--- src/rtl/vcpu32_pkg.sv ---
// rtl/vcpu32_pkg.sv - VCPU-32 opcode, group-mask, field-position and mode constants
package vcpu32_pkg;

    localparam int WORD_W = 32;

    localparam logic [5:0] OP_LDIL     = 6'h01;
    localparam logic [5:0] OP_ADDIL    = 6'h02;
    localparam logic [5:0] OP_ALU_BASE = 6'h10;
    localparam logic [5:0] OP_MEM_BASE = 6'h20;
    localparam logic [5:0] OP_B        = 6'h30;
    localparam logic [5:0] OP_BL       = 6'h31;

    // ALU and memory groups each span eight consecutive opcodes
    localparam logic [5:0] GRP_MASK    = 6'h38;

    // Field positions use MSB-first numbering (bit 0 is the MSB)
    localparam int OPC_HI  = 0;
    localparam int OPC_LO  = 5;
    localparam int MODE_HI = 12;
    localparam int MODE_LO = 13;
    localparam int SIGN_BIT = 31;

    localparam logic [1:0] MODE_IMM = 2'b00;

endpackage

--- src/rtl/imm_gen_unit_if.sv ---
// rtl/imm_gen_unit_if.sv - instruction-in / immediate-out bundle for the immediate generator
interface imm_gen_unit_if;
    import vcpu32_pkg::*;

    logic [0:WORD_W-1] instr;
    logic              instr_valid;
    logic [0:WORD_W-1] y;
    logic              y_valid;

    modport master (
        output instr,
        output instr_valid,
        input  y,
        input  y_valid
    );

    modport slave (
        input  instr,
        input  instr_valid,
        output y,
        output y_valid
    );

endinterface

--- src/rtl/imm_gen_unit_extract.sv ---
// rtl/imm_gen_unit_extract.sv - combinational instruction-word to immediate formatter
module imm_extract
    import vcpu32_pkg::*;
(
    input  logic [0:WORD_W-1] instr,
    output logic [0:WORD_W-1] imm
);

    logic [5:0] opcode;
    logic [1:0] mode;
    logic       sgn;
    logic       unused_bits;

    assign opcode      = instr[OPC_HI:OPC_LO];
    assign mode        = instr[MODE_HI:MODE_LO];
    assign sgn         = instr[SIGN_BIT];
    assign unused_bits = ^instr[6:9];

    // Sign bit sits at the right end of each signed field
    always_comb begin
        imm = '0;
        if (opcode == OP_LDIL || opcode == OP_ADDIL) begin
            imm = {instr[10:31], 10'b0};
        end else if ((opcode & GRP_MASK) == OP_ALU_BASE) begin
            if (mode == MODE_IMM) begin
                imm = {{15{sgn}}, instr[14:30]};
            end
        end else if ((opcode & GRP_MASK) == OP_MEM_BASE) begin
            imm = {{21{sgn}}, instr[20:30]};
        end else if (opcode == OP_B || opcode == OP_BL) begin
            imm = {{9{sgn}}, instr[10:30], 2'b00};
        end
    end

endmodule

--- src/rtl/imm_gen_unit.sv ---
// rtl/imm_gen_unit.sv - registered immediate generator for the decode stage
module imm_gen_unit
    import vcpu32_pkg::*;
(
    input  logic           clk,
    input  logic           rst_n,
    imm_gen_unit_if.slave  bus
);

    logic [0:WORD_W-1] y_d;
    logic [0:WORD_W-1] y_q;
    logic              y_valid_q;

    imm_extract u_extract (
        .instr (bus.instr),
        .imm   (y_d)
    );

    // y follows every cycle; y_valid is the only qualifier
    always_ff @(posedge clk or negedge rst_n) begin
        if (!rst_n) begin
            y_q       <= '0;
            y_valid_q <= 1'b0;
        end else begin
            y_q       <= y_d;
            y_valid_q <= bus.instr_valid;
        end
    end

    assign bus.y       = y_q;
    assign bus.y_valid = y_valid_q;

endmodule

--- src/flat_wrapper.sv ---
// flat-port wrapper written by rule: the top's interface ports become plain ports
module imm_gen_unit_flat import vcpu32_pkg::*;
  (clk, rst_n, bus_instr, bus_instr_valid, bus_y, bus_y_valid);
  imm_gen_unit_if bus_i ();
  input  logic clk;
  input  logic rst_n;
  input wire logic [$bits(bus_i.instr)-1:0] bus_instr;
  input wire logic [$bits(bus_i.instr_valid)-1:0] bus_instr_valid;
  output wire logic [$bits(bus_i.y)-1:0] bus_y;
  output wire logic [$bits(bus_i.y_valid)-1:0] bus_y_valid;
  assign bus_i.instr = bus_instr;
  assign bus_i.instr_valid = bus_instr_valid;
  assign bus_y = bus_i.y;
  assign bus_y_valid = bus_i.y_valid;
  imm_gen_unit u_core (.clk(clk), .rst_n(rst_n), .bus(bus_i));
endmodule
--- config.mk ---
export PLATFORM = sky130hd
export DESIGN_NAME = imm_gen_unit_flat
export DESIGN_NICKNAME = d
export VERILOG_FILES = /design/src/rtl/vcpu32_pkg.sv /design/src/rtl/imm_gen_unit_if.sv /design/src/rtl/imm_gen_unit_extract.sv /design/src/rtl/imm_gen_unit.sv /design/src/flat_wrapper.sv
export SDC_FILE = /design/constraint.sdc
export NUM_CORES = 1
export LEC_CHECK = 0
export CAP_MARGIN = 0
export CORE_MARGIN = 2
export CORE_UTILIZATION = 43
export DETAILED_ROUTE_END_ITERATION = 8
export GPL_TIMING_DRIVEN = 0
export PLACE_DENSITY = 0.8
export SYNTH_ARGS = -nofsm -noshare
export SYNTH_HDL_FRONTEND = slang
export SYNTH_SLANG_ARGS = --single-unit
export TNS_END_PERCENT = 20
--- constraint.sdc ---
create_clock -name clk -period 0.8 [get_ports clk]
set_clock_uncertainty 0.05 [all_clocks]
set_input_delay 0.16 -clock clk [delete_from_list [all_inputs] [get_ports clk]]
set_output_delay 0.16 -clock clk [all_outputs]
set_load 0.01 [all_outputs]
run_1/closeup.png
Region (4, 37) to (29, 62) um. Cells in grey, sequential cells in the stronger grey; small squares are vias.
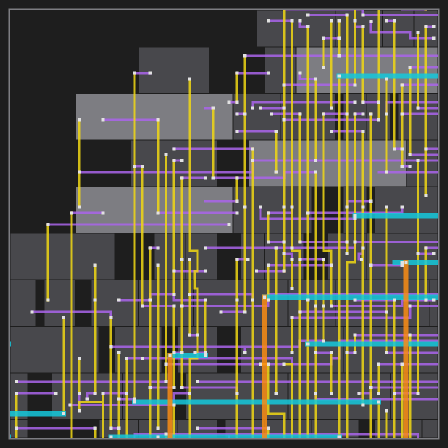
M3: shown in cyan. M2: shown in yellow. M4: shown in orange. M1: shown in purple.
Sequential cells in the window: 4. 44 logic cells have their middle in the window. Netlist names of flops here include `u_core.bus.y` (4). Most frequent: buf_2 (5), dfrtp_1 (4).

run_1/congestion_map.png
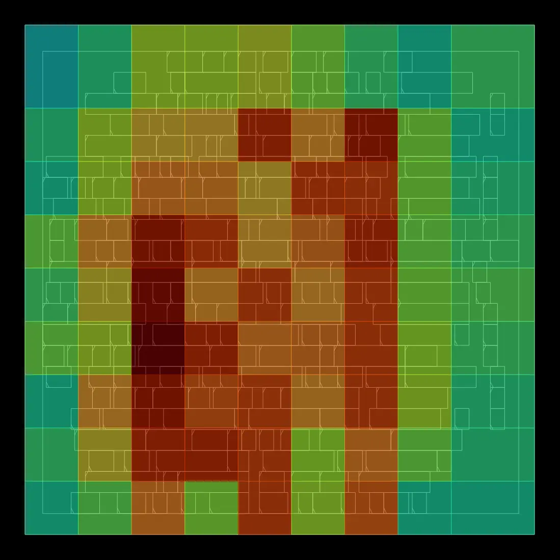
share of the core filled with cells in the final layout: 75.9%
average detailed-routed wire length per instance: 19.7 um

run_1/m1.png
Scale: 8 px per um.
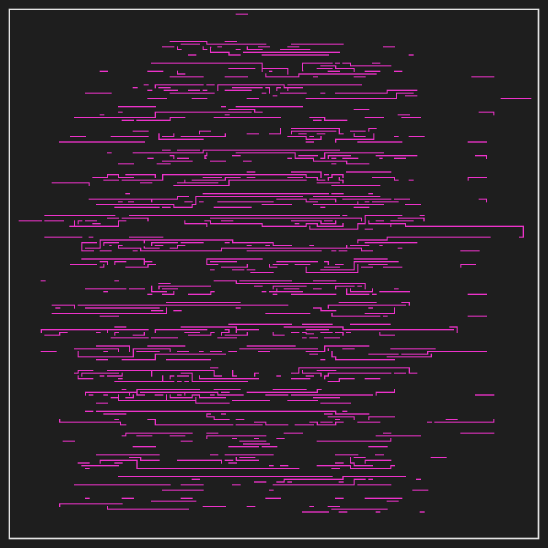
The wires run mostly horizontal. 232 nets have wire on it. The layer holds 37% of the routed length. The layer carries 2130 um of wire.
post-detailed-routing wire length: 5770 um
overall via count from detail_route: 1777

==> GITHUB_STEP_SUMMARY <==
### Yosys + OpenROAD results

| Metric | Value |
|---|---|
| H-tree depth | 2 |
| Non-clock buffer share of cell area | 25.6% |
| Weighted congestion reported at the end of routability-driven placement | 0.974 |
| Clock tree from TritonCTS | built |
| Overall die width | 66.0 um |
| Switching power total | 0.00117 W |
| Clock tree root buffer cell | sky130_fd_sc_hd__clkbuf_8 |
| Number of failing setup endpoints in the final timing report | 65 |
| Slowest cell on crit path | sky130_fd_sc_hd__or4_4 |
| Final Hold Vio Count | 33 |
| Area of the multi-input gates | 0.00111 mm2 |
| Most instantiated logic cell after routing | sky130_fd_sc_hd__buf_2 |
| Area fraction in compound gates | 23.7% |
| TritonCTS Buffers | 5 |
| Number of tapcells | 48 |
| Area reported by Yosys stat | 0.00165 mm2 |
| Proportion of layout cells with a drive suffix above 1 | about 47% |
| Instance tally after logic synthesis | 161 |
| Violated checks | hold timing, setup timing |
| Hold slack | -0.136 ns |
| Number of nets produced by synthesis | 196 |
| Most numerous cell in the Yosys netlist | sky130_fd_sc_hd__dfrtp_1 |
| Met3 GRT Util | 4.77% |
| Cells in synth_stat.txt | 161 |
| Cell Pwr Density | 1410 mW/mm2 |
| Clock buffer cells | 5 |
| Total of buffers placed on input and output ports | 62 |
| CTS-repair resized insts | 234 |
| Initial drt markers | between 100 and 150 |
| Shortest clock period the worst path allows after layout | approximately 1.4 ns |
| Portion of total power attributed to the clock network | between 30% and 40% |
| Clock group power | between 0.001 and 0.0015 W |
| Part of the Yosys area used for sequential elements | ~50% |
| Netlist area before placement | between 0.0015 and 0.002 mm2 |
| Summed negative setup slack over all endpoints | -19.18 ns |
| Global-route met1 utilization | 33.6% |
| Cell row count | 22 |
| Pre-Place Util | 44.8% |
| Global-route wire length before repair | 8560 um |
| Post-synth tally of flip-flops with integrated enable | 0 |
| Nature of the critical path endpoint | flop |
| Simple-gate portion of the synthesized area | 21.0% |
| Post-detailed-route via-to-cell ratio | 6.06 |
| All-Layer GR Usage | a little over a quarter |
| PnR Total Power | a little under 0.004 W |
| Portion of total power attributed to sequential cells | 45.1% |
| Top comb family, area | AND-OR/OR-AND gates |
| Dominant kind of cell by area | multi-input combinational cells |
| Final worst-path setup slack | -0.553 ns |
| Initial DRT Pass Iterations | 4 |
| Max Clock Freq | 739 MHz |
| Result of the run | finished with violations |
| Count of boundary I/O pins | 68 |
| Area of the core | 0.00369 mm2 |
| Comb/total area | 39.5% |
| Most heavily used metal layer in global routing | met2 |
| Top cell type by total area after synthesis | sky130_fd_sc_hd__dfrtp_1 |
| Worst IR drop on VDD | 0.974 mV |
| Final instance area | 0.00280 mm2 |
| Worst Setup Slack post-DPL | -1.45 ns |
| HPWL reported at the end of detailed placement | 3190 um |
| Yosys reg bits | 33 |
| Gate power share | 24.2% |
| Fraction of area in registers | 29.5% |
| Clock net sink count | 33 |
| HP Class | in -> async |
| Residual antenna-violating net count after detailed routing | 0 |
No activity file was given, so power comes from the tool's default toggle rates.
